<file path="config.mk">
export PLATFORM = sky130hd
export DESIGN_NAME = ahb3lite_req_master
export DESIGN_NICKNAME = d
export VERILOG_FILES = /design/src/rtl/ahb3lite_req_master.sv
export SDC_FILE = /design/constraint.sdc
export NUM_CORES = 1
export LEC_CHECK = 0
export CORE_ASPECT_RATIO = 0.9
export CORE_MARGIN = 5
export CORE_UTILIZATION = 30
export DETAILED_ROUTE_END_ITERATION = 16
export HOLD_SLACK_MARGIN = 0.06
export MAX_ROUTING_LAYER = met4
export PLACE_DENSITY = 0.55
export SYNTH_ARGS = -nofsm -noshare
export SYNTH_HDL_FRONTEND = slang
export SYNTH_SLANG_ARGS = --single-unit
</file>
<file path="constraint.sdc">
create_clock -name HCLK -period 5.1 [get_ports HCLK]
set_input_delay 1.53 -clock HCLK [delete_from_list [all_inputs] [get_ports HCLK]]
set_output_delay 1.53 -clock HCLK [all_outputs]
set_load 0.1 [all_outputs]
</file>
<file path="src/rtl/ahb3lite_req_master.sv">
// ahb3lite_req_master
//   AHB-Lite single-master front end. Accepts a valid/ready request stream,
//   buffers it in a small FIFO and issues pipelined NONSEQ SINGLE transfers.
//   Each completed transfer returns one rsp_valid pulse with rsp_err/rsp_rdata.
//
// Ports
//   HCLK, HRESETn          clock, asynchronous active-low reset
//   req_valid/req_ready    request handshake (req_ready = !full | pop)
//   req_write/addr/size/wdata  request payload (size in HSIZE encoding)
//   rsp_valid/write/err/rdata  one-cycle completion strobe and status
//   HSEL/HADDR/HWRITE/HSIZE/HBURST/HPROT/HTRANS/HWDATA  registered AHB outputs
//   HRDATA/HREADY/HRESP    slave response
//   txn_cnt/err_cnt        saturating statistics, only with AHB_MST_STAT_CNT_EN
//
// Build option
//   AHB_MST_STAT_CNT_EN : adds txn_cnt/err_cnt outputs and their counters.
module ahb3lite_req_master #(
    parameter int ADDR_W     = 32,
    parameter int DATA_W     = 32,
    parameter int FIFO_DEPTH = 4
) (
    input  logic              HCLK,
    input  logic              HRESETn,
    input  logic              req_valid,
    output logic              req_ready,
    input  logic              req_write,
    input  logic [ADDR_W-1:0] req_addr,
    input  logic [2:0]        req_size,
    input  logic [DATA_W-1:0] req_wdata,
    output logic              rsp_valid,
    output logic              rsp_write,
    output logic              rsp_err,
    output logic [DATA_W-1:0] rsp_rdata,
    output logic              HSEL,
    output logic [ADDR_W-1:0] HADDR,
    output logic              HWRITE,
    output logic [2:0]        HSIZE,
    output logic [2:0]        HBURST,
    output logic [3:0]        HPROT,
    output logic [1:0]        HTRANS,
    output logic [DATA_W-1:0] HWDATA,
    input  logic [DATA_W-1:0] HRDATA,
    input  logic              HREADY,
    input  logic              HRESP
`ifdef AHB_MST_STAT_CNT_EN
   ,output logic [15:0]       txn_cnt,
    output logic [15:0]       err_cnt
`endif
);

    localparam int         PW       = $clog2(FIFO_DEPTH);
    localparam logic [2:0] MAX_SIZE = 3'($clog2(DATA_W / 8));
    localparam logic [1:0] TR_IDLE  = 2'b00;
    localparam logic [1:0] TR_NSEQ  = 2'b10;

    // AP valid / DP valid encode the pipeline; ERR2 = DP erroring, AP cancelled but kept.
    typedef enum logic [2:0] {ST_IDLE, ST_ADDR, ST_PIPE, ST_DATA, ST_ERR2} state_t;

    state_t r_state, w_state_nxt;

    logic              r_fifo_write [FIFO_DEPTH];
    logic [ADDR_W-1:0] r_fifo_addr  [FIFO_DEPTH];
    logic [2:0]        r_fifo_size  [FIFO_DEPTH];
    logic [DATA_W-1:0] r_fifo_wdata [FIFO_DEPTH];
    logic [PW:0]       r_wr_ptr, r_rd_ptr;

    logic [ADDR_W-1:0] r_haddr;
    logic              r_hwrite;
    logic [2:0]        r_hsize;
    logic [1:0]        r_htrans;
    logic [DATA_W-1:0] r_hwdata;
    logic [DATA_W-1:0] r_ap_wdata;
    logic              r_dp_write;

    logic w_empty, w_full, w_pop, w_push, w_ap_busy, w_dp_busy;
    logic [2:0]        w_head_size;
    logic [ADDR_W-1:0] w_head_addr;

    assign w_empty = (r_wr_ptr == r_rd_ptr);
    assign w_full  = (r_wr_ptr[PW] != r_rd_ptr[PW]) &&
                     (r_wr_ptr[PW-1:0] == r_rd_ptr[PW-1:0]);

    assign w_ap_busy = (r_state == ST_ADDR) || (r_state == ST_PIPE);
    assign w_dp_busy = (r_state == ST_PIPE) || (r_state == ST_DATA) || (r_state == ST_ERR2);

    // In ERR2 the held AP entry is reissued first, so the FIFO head must wait.
    assign w_pop     = HREADY && (r_state != ST_ERR2) && !w_empty;
    assign req_ready = !w_full || w_pop;
    assign w_push    = req_valid && req_ready;

    always_comb begin
        w_head_size = r_fifo_size[r_rd_ptr[PW-1:0]];
        if (w_head_size > MAX_SIZE) w_head_size = MAX_SIZE;
        w_head_addr = r_fifo_addr[r_rd_ptr[PW-1:0]] & ({ADDR_W{1'b1}} << w_head_size);
    end

    always_comb begin
        w_state_nxt = r_state;
        if (HREADY) begin
            if (r_state == ST_ERR2) begin
                w_state_nxt = ST_ADDR;
            end else begin
                case ({!w_empty, w_ap_busy})
                    2'b11:   w_state_nxt = ST_PIPE;
                    2'b10:   w_state_nxt = ST_ADDR;
                    2'b01:   w_state_nxt = ST_DATA;
                    default: w_state_nxt = ST_IDLE;
                endcase
            end
        end else if ((r_state == ST_PIPE) && HRESP) begin
            w_state_nxt = ST_ERR2;
        end
    end

    always_ff @(posedge HCLK or negedge HRESETn) begin
        if (!HRESETn) r_state <= ST_IDLE;
        else          r_state <= w_state_nxt;
    end

    // FIFO storage needs no reset; only the pointers define occupancy.
    always_ff @(posedge HCLK) begin
        if (w_push) begin
            r_fifo_write[r_wr_ptr[PW-1:0]] <= req_write;
            r_fifo_addr [r_wr_ptr[PW-1:0]] <= req_addr;
            r_fifo_size [r_wr_ptr[PW-1:0]] <= req_size;
            r_fifo_wdata[r_wr_ptr[PW-1:0]] <= req_wdata;
        end
    end

    always_ff @(posedge HCLK or negedge HRESETn) begin
        if (!HRESETn) begin
            r_wr_ptr   <= '0;
            r_rd_ptr   <= '0;
            r_haddr    <= '0;
            r_hwrite   <= 1'b0;
            r_hsize    <= '0;
            r_htrans   <= TR_IDLE;
            r_hwdata   <= '0;
            r_ap_wdata <= '0;
            r_dp_write <= 1'b0;
            rsp_valid  <= 1'b0;
            rsp_write  <= 1'b0;
            rsp_err    <= 1'b0;
            rsp_rdata  <= '0;
        end else begin
            if (w_push) r_wr_ptr <= r_wr_ptr + 1'b1;
            if (w_pop)  r_rd_ptr <= r_rd_ptr + 1'b1;
            r_htrans <= ((w_state_nxt == ST_ADDR) || (w_state_nxt == ST_PIPE)) ? TR_NSEQ : TR_IDLE;
            if (HREADY) begin
                rsp_valid <= w_dp_busy;
                rsp_write <= w_dp_busy && r_dp_write;
                rsp_err   <= w_dp_busy && HRESP;
                rsp_rdata <= (w_dp_busy && !r_dp_write && !HRESP) ? HRDATA : '0;
                if (w_ap_busy) begin
                    r_dp_write <= r_hwrite;
                    r_hwdata   <= r_ap_wdata;
                end
                if (w_pop) begin
                    r_haddr    <= w_head_addr;
                    r_hwrite   <= r_fifo_write[r_rd_ptr[PW-1:0]];
                    r_hsize    <= w_head_size;
                    r_ap_wdata <= r_fifo_wdata[r_rd_ptr[PW-1:0]];
                end
            end else begin
                rsp_valid <= 1'b0;
                rsp_write <= 1'b0;
                rsp_err   <= 1'b0;
                rsp_rdata <= '0;
            end
        end
    end

    assign HADDR  = r_haddr;
    assign HWRITE = r_hwrite;
    assign HSIZE  = r_hsize;
    assign HTRANS = r_htrans;
    assign HSEL   = (r_htrans != TR_IDLE);
    assign HWDATA = r_hwdata;
    assign HBURST = 3'b000;
    assign HPROT  = 4'b0011;

`ifdef AHB_MST_STAT_CNT_EN
    logic [15:0] r_txn_cnt, r_err_cnt;

    always_ff @(posedge HCLK or negedge HRESETn) begin
        if (!HRESETn) begin
            r_txn_cnt <= '0;
            r_err_cnt <= '0;
        end else begin
            if (rsp_valid && (r_txn_cnt != 16'hFFFF))            r_txn_cnt <= r_txn_cnt + 16'd1;
            if (rsp_valid && rsp_err && (r_err_cnt != 16'hFFFF)) r_err_cnt <= r_err_cnt + 16'd1;
        end
    end

    assign txn_cnt = r_txn_cnt;
    assign err_cnt = r_err_cnt;
`endif

endmodule
</file>
final_clocks.png
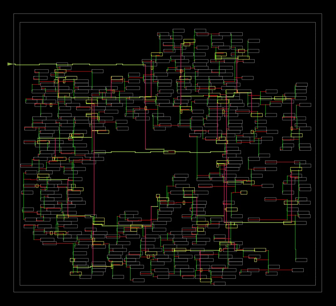
flip-flops: 418
worst clock skew on the final layout: 13.14 ps
clock sink count: 418
number of buffers inserted during clock tree synthesis: 46

gate_families.png
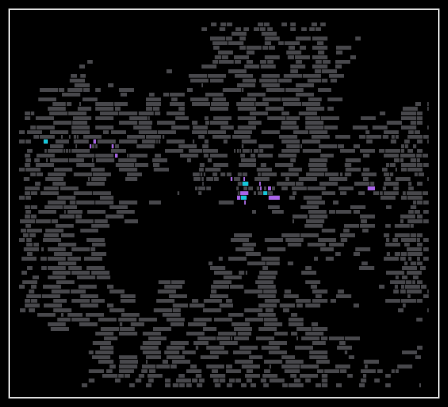
legend:
  purple:
    family: NOR gates
    cells: 14
  cyan:
    family: AND-OR and OR-AND gates
    cells: 4
    where: middle

wire_density.png
25 x 22 tiles, from white (low) to dark blue (high), scaled to the fullest tile. Values are wire area over tile area, all layers added.
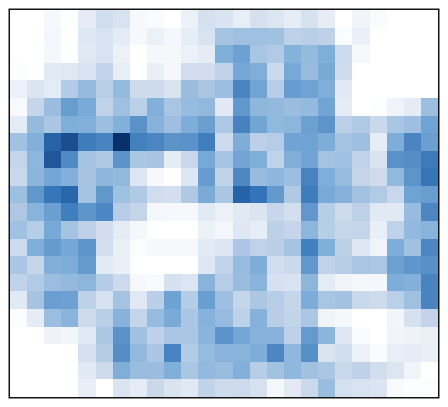
fullest tile: 0.32
nearly empty tiles: 13%
emptiest ninth of the die: top right
tiles over half the peak: 16%

zoom.png
The bar under the picture is 5 um long. Region (114, 147) to (134, 167) um. Cells in gray, sequential cells in the stronger gray; small squares are vias.
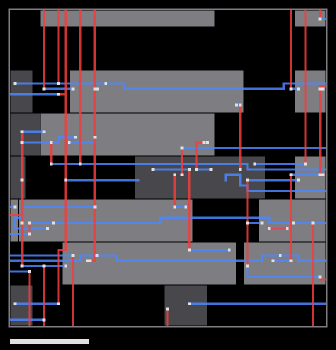
legend:
  red:
    layer: met2
  blue:
    layer: met1
sequential cells in the window: 4
cells with their middle in the window: 9
most frequent: buf_4 (4), edfxtp_1 (4), mux4_2 (1)
netlist names of flops here include: `r_fifo_wdata` (4)

==> run notes <==
Of all flip-flops after synthesis, the portion carrying an async set or reset was 34.93%. The run gives 0.007089 uW for the static power due to leakage. The worst setup path is of the input pin to primary output kind. The finished layout holds 1696 standard cells, fillers aside. The run gives 2 as the number of antenna violations at the first check in global routing. For the total setup buffers inserted after CTS, the log shows 0. By area, the combinational part of the netlist is dominated by multiplexers.

The main flop type is sky130_fd_sc_hd__edfxtp_1. Setup repair after global routing left no endpoint under its margin. With the post-placement setup slack at 726.2 ps, the number of I/O port buffers is 210. The initialized floorplan defines 78 standard-cell rows. The cell-mix breakdown from Yosys lists the XOR/XNOR area share as 0.4565%. The number of global-route vias before repair is 8036.

The relative slew slack came out at 29.04%. On met2, the global router reports a usage of 19.05%. The post-route clock period utilization is 85.37%. By area the synthesized netlist is led by sky130_fd_sc_hd__edfxtp_1 (53%), sky130_fd_sc_hd__dfrtp_1 (24%), sky130_fd_sc_hd__mux4_2 (9.7%). The run gives 7.558% for the area fraction of clock buffers and clock inverters.

For the clock share of power, the log shows 23.4%. The flow ran to the end, and the final reports show no timing, DRC or antenna violations. The clock passes through at most 3 buffers. The run gives 39.20% for the utilization after layout.

Worst hold path class: register to register. The flow measured a signed area growth from synthesis to layout of 29.10%. Counting plain and timing-repair buffers in the layout gives 228.

The chip area in the Yosys report came out at 15350 um2. TritonCTS built the clock tree. The final layout reports a setup TNS of 0 ps. After detailed routing, no signal wire sits above met4. The cts-stage hold buffer count is 0. The logs give 5399 uW for the power spent charging and discharging nets and 746.0 ps for the worst-case setup margin in the final layout. After clock tree synthesis, the repair step resized 0 gates. Entering global routing, the biggest net connects 75 pins. With the power of the sequential group at 4990 uW, the global routing usage summed across all routing layers is 12.15%.
Power and IR drop assume default switching activity.
